[src/rtl/alu_operand_sequencer.sv]
// Operand/opcode sequencer for the 4-bit lab ALU: captures A, B and opcode on
// successive button presses, registers the ALU result and counts operations.
module alu_operand_sequencer #(
    parameter int WIDTH   = 4,
    parameter int COUNT_W = 8
) (
    input  logic               CLOCK_50,
    input  logic               RESET,
    input  logic [WIDTH-1:0]   data_in,
    input  logic               step_in,
    input  logic               chain,
    input  logic [WIDTH-1:0]   alu_result,
    output logic [WIDTH-1:0]   op_a,
    output logic [WIDTH-1:0]   op_b,
    output logic [2:0]         opcode,
    output logic [WIDTH-1:0]   result,
    output logic               done,
    output logic [2:0]         state,
    output logic [COUNT_W-1:0] op_count
);

    typedef enum logic [2:0] {
        S_A    = 3'd0,
        S_B    = 3'd1,
        S_OP   = 3'd2,
        S_EXEC = 3'd3,
        S_SHOW = 3'd4
    } state_t;

    state_t state_q;
    state_t state_d;
    logic   step_q;
    logic   step_pulse;
    logic   load_a;
    logic   load_b;
    logic   load_op;
    logic   capture;
    logic   reuse_result;

    // A held button produces a single pulse on its rising level.
    assign step_pulse = step_in & ~step_q;
    assign state      = state_q;

    always_ff @(posedge CLOCK_50) begin
        if (RESET) begin
            state_q <= S_A;
            step_q  <= 1'b0;
        end else begin
            state_q <= state_d;
            step_q  <= step_in;
        end
    end

    always_comb begin
        state_d      = state_q;
        load_a       = 1'b0;
        load_b       = 1'b0;
        load_op      = 1'b0;
        capture      = 1'b0;
        reuse_result = 1'b0;
        case (state_q)
            S_A: begin
                if (step_pulse) begin
                    load_a  = 1'b1;
                    state_d = S_B;
                end
            end
            S_B: begin
                if (step_pulse) begin
                    load_b  = 1'b1;
                    state_d = S_OP;
                end
            end
            S_OP: begin
                if (step_pulse) begin
                    load_op = 1'b1;
                    state_d = S_EXEC;
                end
            end
            S_EXEC: begin
                // Pulses arriving here are deliberately dropped.
                capture = 1'b1;
                state_d = S_SHOW;
            end
            S_SHOW: begin
                if (step_pulse) begin
                    if (chain) begin
                        reuse_result = 1'b1;
                        state_d      = S_B;
                    end else begin
                        state_d = S_A;
                    end
                end
            end
            default: state_d = S_A;
        endcase
    end

    // Operands only move on their own capture edges, so ALU inputs are stable in S_EXEC.
    always_ff @(posedge CLOCK_50) begin
        if (RESET) begin
            op_a     <= '0;
            op_b     <= '0;
            opcode   <= '0;
            result   <= '0;
            done     <= 1'b0;
            op_count <= '0;
        end else begin
            done <= capture;
            if (load_a) begin
                op_a <= data_in;
            end else if (reuse_result) begin
                op_a <= result;
            end
            if (load_b) begin
                op_b <= data_in;
            end
            if (load_op) begin
                opcode <= data_in[2:0];
            end
            if (capture) begin
                result   <= alu_result;
                op_count <= op_count + COUNT_W'(1);
            end
        end
    end

endmodule

[config.mk]
export PLATFORM = sky130hd
export DESIGN_NAME = alu_operand_sequencer
export DESIGN_NICKNAME = d
export VERILOG_FILES = /design/src/rtl/alu_operand_sequencer.sv
export SDC_FILE = /design/constraint.sdc
export NUM_CORES = 1
export LEC_CHECK = 0
export ABC_CLOCK_PERIOD_IN_PS = 1400
export CORE_UTILIZATION = 45
export DETAILED_ROUTE_END_ITERATION = 16
export HOLD_SLACK_MARGIN = 0.06
export PLACE_DENSITY = 0.76
export REMOVE_ABC_BUFFERS = 1
export SKIP_LAST_GASP = 1
export SYNTH_ARGS = -nofsm -noshare
export SYNTH_HDL_FRONTEND = slang
export SYNTH_SLANG_ARGS = --single-unit
[constraint.sdc]
create_clock -name CLOCK_50 -period 1.4 [get_ports CLOCK_50]
set_input_delay 0.28 -clock CLOCK_50 [delete_from_list [all_inputs] [get_ports CLOCK_50]]
set_output_delay 0.28 -clock CLOCK_50 [all_outputs]
set_load 0.005 [all_outputs]
==> CHANGELOG.md, run 1 <==
### Metrics

- Syn Area/Cell: 9.01 µm²
- RSZ-0062 raised after global routing: yes
- CTS buffer count: 3
- Yosys reg bits: 28
- CP max-delay cell: dfxtp_4
- Synthesized area: 1210 µm²
- Core area: 2500 µm²
- # setup viols final: 1
- Clk tree area frac: 0.0268
- And+or+nand+nor area frac: 0.239
- Clock share of power: 0.330
- Setup bufs post-CTS: 18
- Total die size: 2890 µm²
- Place WS: -0.386 ns
- Slew margin rel.: 0.769
- Largest fanout on the critical path: 5
- Placed Area: 1680 µm²
- # Taps: 30
- Final hold violation count: 0
- Layout cells sized above 1: 0.382
- Final setup margin: -0.0156 ns
- Area Growth Syn to Fin: 62.4%
- Logic share of the area: 0.332
- Failing checks: negative setup slack
- Wl on met1: 1.46 mm
- Hold wc startpoint: op_b[0]
- Status: complete, but fails checks
- Number of inserted diodes: 0
- Leak pwr: 0.921 nW
- Clock sinks: 28
- Maximum vdd drop: 0.798 mV
- FMAX: 706 MHz
- Worst hold path stage count: 2
- DR top layer: met4
[run 1: logic make-up (layout without fill, tap and decap cells)]
group / Yosys count / count (layout)
compound gates: 40 / 40
xor+xnor: 2 / 2
fa+ha+maj: 1 / 1
buf+inv: 10 / 75
flops: 28 / 28
mux: 5 / 5
simple gates: 48 / 48
[run 1: synth_stat cells]
cell type and instances:
or4_1 3, nand2b_1 3, buf_6 2, nand4_1 2, dfxtp_1 28, xor2_1 2
nor2b_1 5, a311oi_1 4, nor2_1 9, nand4b_1 1, o211ai_1 1, and2_1 1
inv_1 2, or3_1 4, mux2i_1 5, nand2_1 2, nor4b_2 1, nor3_1 1
buf_2 2, clkbuf_1 4, o31ai_1 2, o21ai_0 14, nor3b_1 1, a21oi_1 19
or3b_1 1, nand3b_4 1, ha_1 1, or2_2 1, nand3_1 12
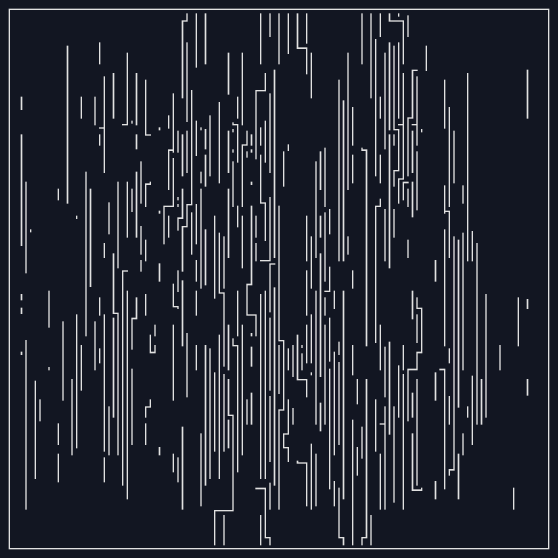
Run 1: signal wires on met2
Scale: 10 px per µm.
nets with wire on the layer: 197
share of all routed wire: 51%
main direction: vertical
wire length on this layer: 1,770 µm
longest straight run: 23.3 µm
total number of vias: 1,292
final WL: 3.46 mm
grt met2 use: 0.426

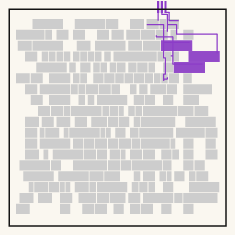
Run 1: wires at chosen ports, followed through buffers
Scale: 4 px per µm.
[opcode] purple | direction: output | edge: top | end cells: 3 | buffers: 3 | wire: 79.7 µm
# IOs: 39
Port-buffer cells: 38

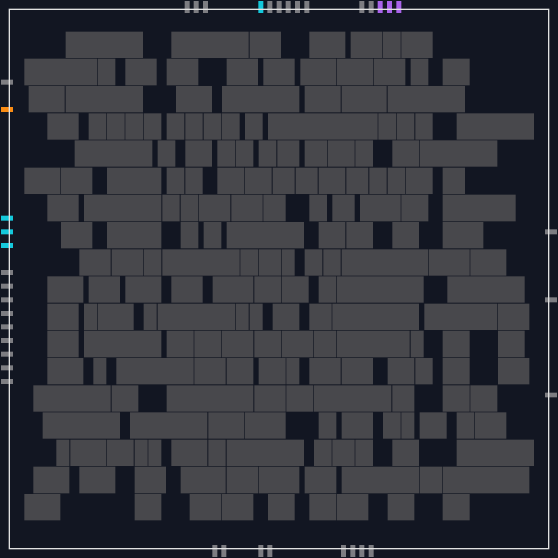
Run 1: ports around the boundary
Scale: 10 px per µm. Pins as bars across the die edge, other pins in gray.
[opcode] purple | pins: 3 | direction: output | edge: top
[op_a] cyan | pins: 4 | direction: output | edge: 3 left, 1 top
[RESET] orange | pins: 1 | direction: input | edge: left
all pins by edge: 14 left, 14 top, 8 bottom, 3 right
die x size: 53.8 µm
chip height: 53.8 µm

==> inputs of run 2 (changes only) <==
ABC_AREA = 1   (was default)
CORE_UTILIZATION = 60   (was 45)
DONT_BUFFER_PORTS = 1   (was default)
PLACE_DENSITY = 0.74   (was 0.76)
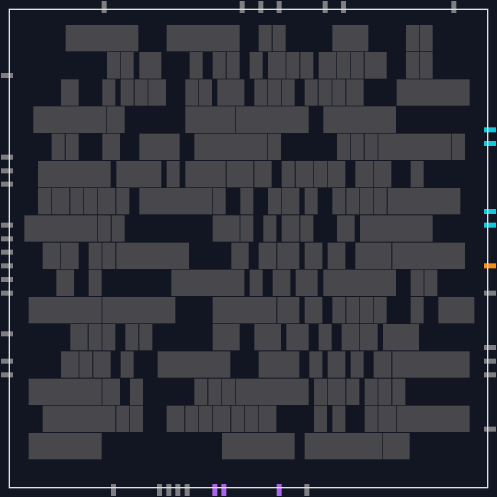
Run 2: ports around the boundary
Scale: 10 px per µm. Pins as bars across the die edge, other pins in gray.
[opcode] purple | pins: 3 | direction: output | edge: bottom
[op_a] cyan | pins: 4 | direction: output | edge: right
[RESET] orange | pins: 1 | direction: input | edge: right

==> CHANGELOG.md, run 2 <==
### Metrics

- Chip height: 47.7 µm (-11%)
- FMAX: 804 MHz (+14%)
- Syn Area/Cell: 7.04 µm² (-22%)
- Cell with the most instances after synthesis: nor2_1
- Worst hold path stage count: 2 (unchanged)
- Top_reg_cell synth: dfxtp_1
- Final setup margin: 0.157 ns (+0.172 ns)
- Final WL: 2.52 mm (-27%)
- Status: finished clean
- Clock sinks: 28 (unchanged)
- Area Growth Syn to Fin: 7.09%
- Layout cells sized above 1: 0.0934 (-0.289)
- And+or+nand+nor area frac: 0.325 (+0.0853)
- Number of inserted diodes: 0 (unchanged)
- Final hold violation count: 0 (unchanged)
- Largest fanout on the critical path: 7 (+2)
- Placed Area: 1280 µm² (-24%)
- Setup bufs post-CTS: 0 (-18)
- CTS buffer count: 3 (unchanged)
- Synthesized area: 1250 µm² (+3.7%)
- Place WS: 0.0922 ns (+0.479 ns)
- Maximum vdd drop: 0.708 mV (-11%)
- Synth cell count leaders: nor2_1 (35), inv_1 (30), dfxtp_1 (28)
- RSZ-0062 raised after global routing: no
- # IOs: 39 (unchanged)
- Yosys reg bits: 28 (unchanged)
- Post-synth EDFFs: 0 (unchanged)
- Async set-reset flop share out of synthesis: 0 (unchanged)
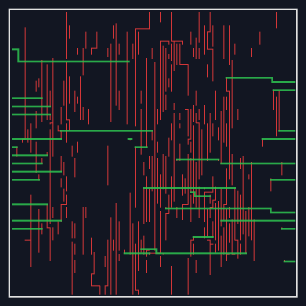
Run 2: signal wires by layer
Scale: 6 px per µm. Two of the layers only.
[metal 3] green | wire length: 235 µm
[metal 2] red | wire length: 1,130 µm

## run 2: final cells by class
class                      instances  area (µm²)  area share
sequential                        28         563       0.420
multi-input combinational        115         557       0.415
timing repair buffer               4        35.0      0.0261
inverter                          31         116      0.0868
clock buffer                       4        36.3      0.0271
tap                               27        33.8      0.0252
## run 2: worst max-delay path, cell delays in order (launching register included)
cell and delay (ns):
dfxtp_1 0.33, inv_1 0.04, nand2_1 0.13, inv_2 0.14
nand3_1 0.18, inv_2 0.13, nand3_1 0.09, nand2_1 0.07
inv_1 0.04
## run 2: routing by layer
metal  wire (µm)  vias up  share of wire  GRT usage
li1            -      566              -          -
met1        1150      486           0.46      0.329
met2        1130       42           0.45      0.354
met3         234        2          0.093     0.0604
met4          12        0         0.0048     0.0944
met5           0        -              0          0
==> inputs of run 3 (changes only) <==
PLACE_DENSITY = default   (was 0.74)
PLACE_DENSITY_LB_ADDON = 0.12   (was default)
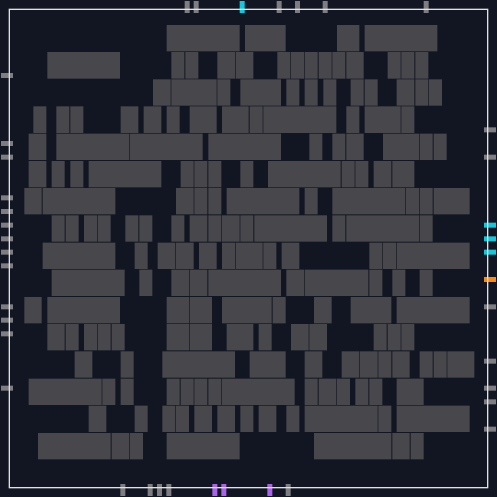
Run 3: ports around the boundary
Scale: 10 px per µm. Pins as bars across the die edge, other pins in gray.
[RESET] orange | pins: 1 | direction: input | edge: right
[op_a] cyan | pins: 4 | direction: output | edge: 3 right, 1 top
[opcode] purple | pins: 3 | direction: output | edge: bottom
die x size: 47.7 µm
chip height: 47.7 µm

==> CHANGELOG.md, run 3 <==
### Metrics

- Setup bufs post-CTS: 0 (unchanged)
- Top_reg_cell synth: dfxtp_1
- RSZ-0062 raised after global routing: yes
- Levels on crit path: 1 (-7)
- Yosys reg bits: 28 (unchanged)
- FMAX: 764 MHz (-5.0%)
- Hold wc startpoint: data_in[1]
- Syn Area/Cell: 7.04 µm² (unchanged)
- Crit path capture type: output port
- Synth cell count leaders: nor2_1 (35), inv_1 (30), dfxtp_1 (28)
- Crit-path max cell delay: 0.50 ns (+0.17 ns)
- Status: finished clean
- Remaining antenna violation count: 0
- Final setup margin: 0.0919 ns (-0.0648 ns)
- And+or+nand+nor area frac: 0.325 (unchanged)
- Clock sinks: 28 (unchanged)
- Cells along the critical path: buf_4
- Slew margin rel.: 0.652
- Final hold violation count: 0 (unchanged)
- Sequential share of power: 0.621
- Async set-reset flop share out of synthesis: 0 (unchanged)
- CP max-delay cell: dfxtp_1
- Placed Area: 1280 µm² (unchanged)
- # Cells Yosys: 178
- # IOs: 39 (unchanged)
- Worst Path Buf+Inv: 1 (-3)
- Cell with the most instances after synthesis: nor2_1
- Largest fanout on the critical path: 7 (unchanged)
- Place WS: 0.100 ns (+0.00826 ns)
- Number of inserted diodes: 0 (unchanged)
- Area Growth Syn to Fin: 6.99% (about the same)
- CTS buffer count: 3 (unchanged)
- Crit path max-delay family: flip-flops
- Maximum vdd drop: 0.716 mV (+1.1%)
- Synthesized area: 1250 µm² (unchanged)
- Maximum buffer depth of the clock tree: 2
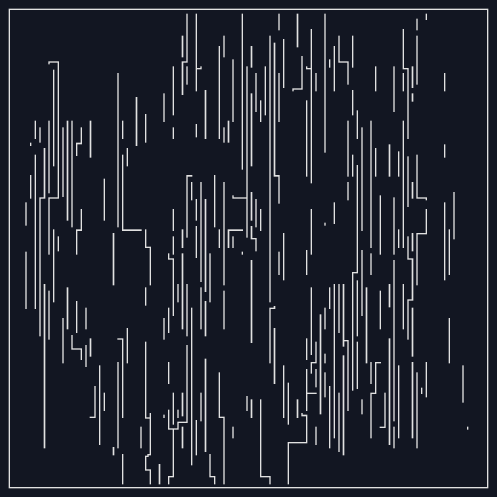
Run 3: signal wires on met2
Scale: 10 px per µm.
longest straight run: 26.5 µm
main direction: vertical
nets with wire on the layer: 150

run 3: cell type report:
cell class | instances | area [µm²] | area share
clock buffers | 4 | 36.3 | 0.0271
inverters | 31 | 116 | 0.0868
multi-input cells | 115 | 557 | 0.415
flip-flops and latches | 28 | 562 | 0.419
well taps | 27 | 33.8 | 0.0252
repair buffers | 4 | 35.0 | 0.0261
run 3: repair_timing:
| action | 4_1_cts | 5_1_grt |
|---|---|---|
| hold buffers | 2 | 0 |
| endpoints found under the hold margin | 2 | 0 |
| gates resized | 0 | 2 |
| endpoints found under the setup margin | 0 | 13 |
run 3: routing by layer:
metal	GRT usage	share of wire	wire length, µm
met1	0.279	0.44	1110
met2	0.368	0.46	1150
met3	0.0830	0.087	218
met4	0.0833	0.012	29
met5	0	0	0
Power and IR drop assume default switching activity.
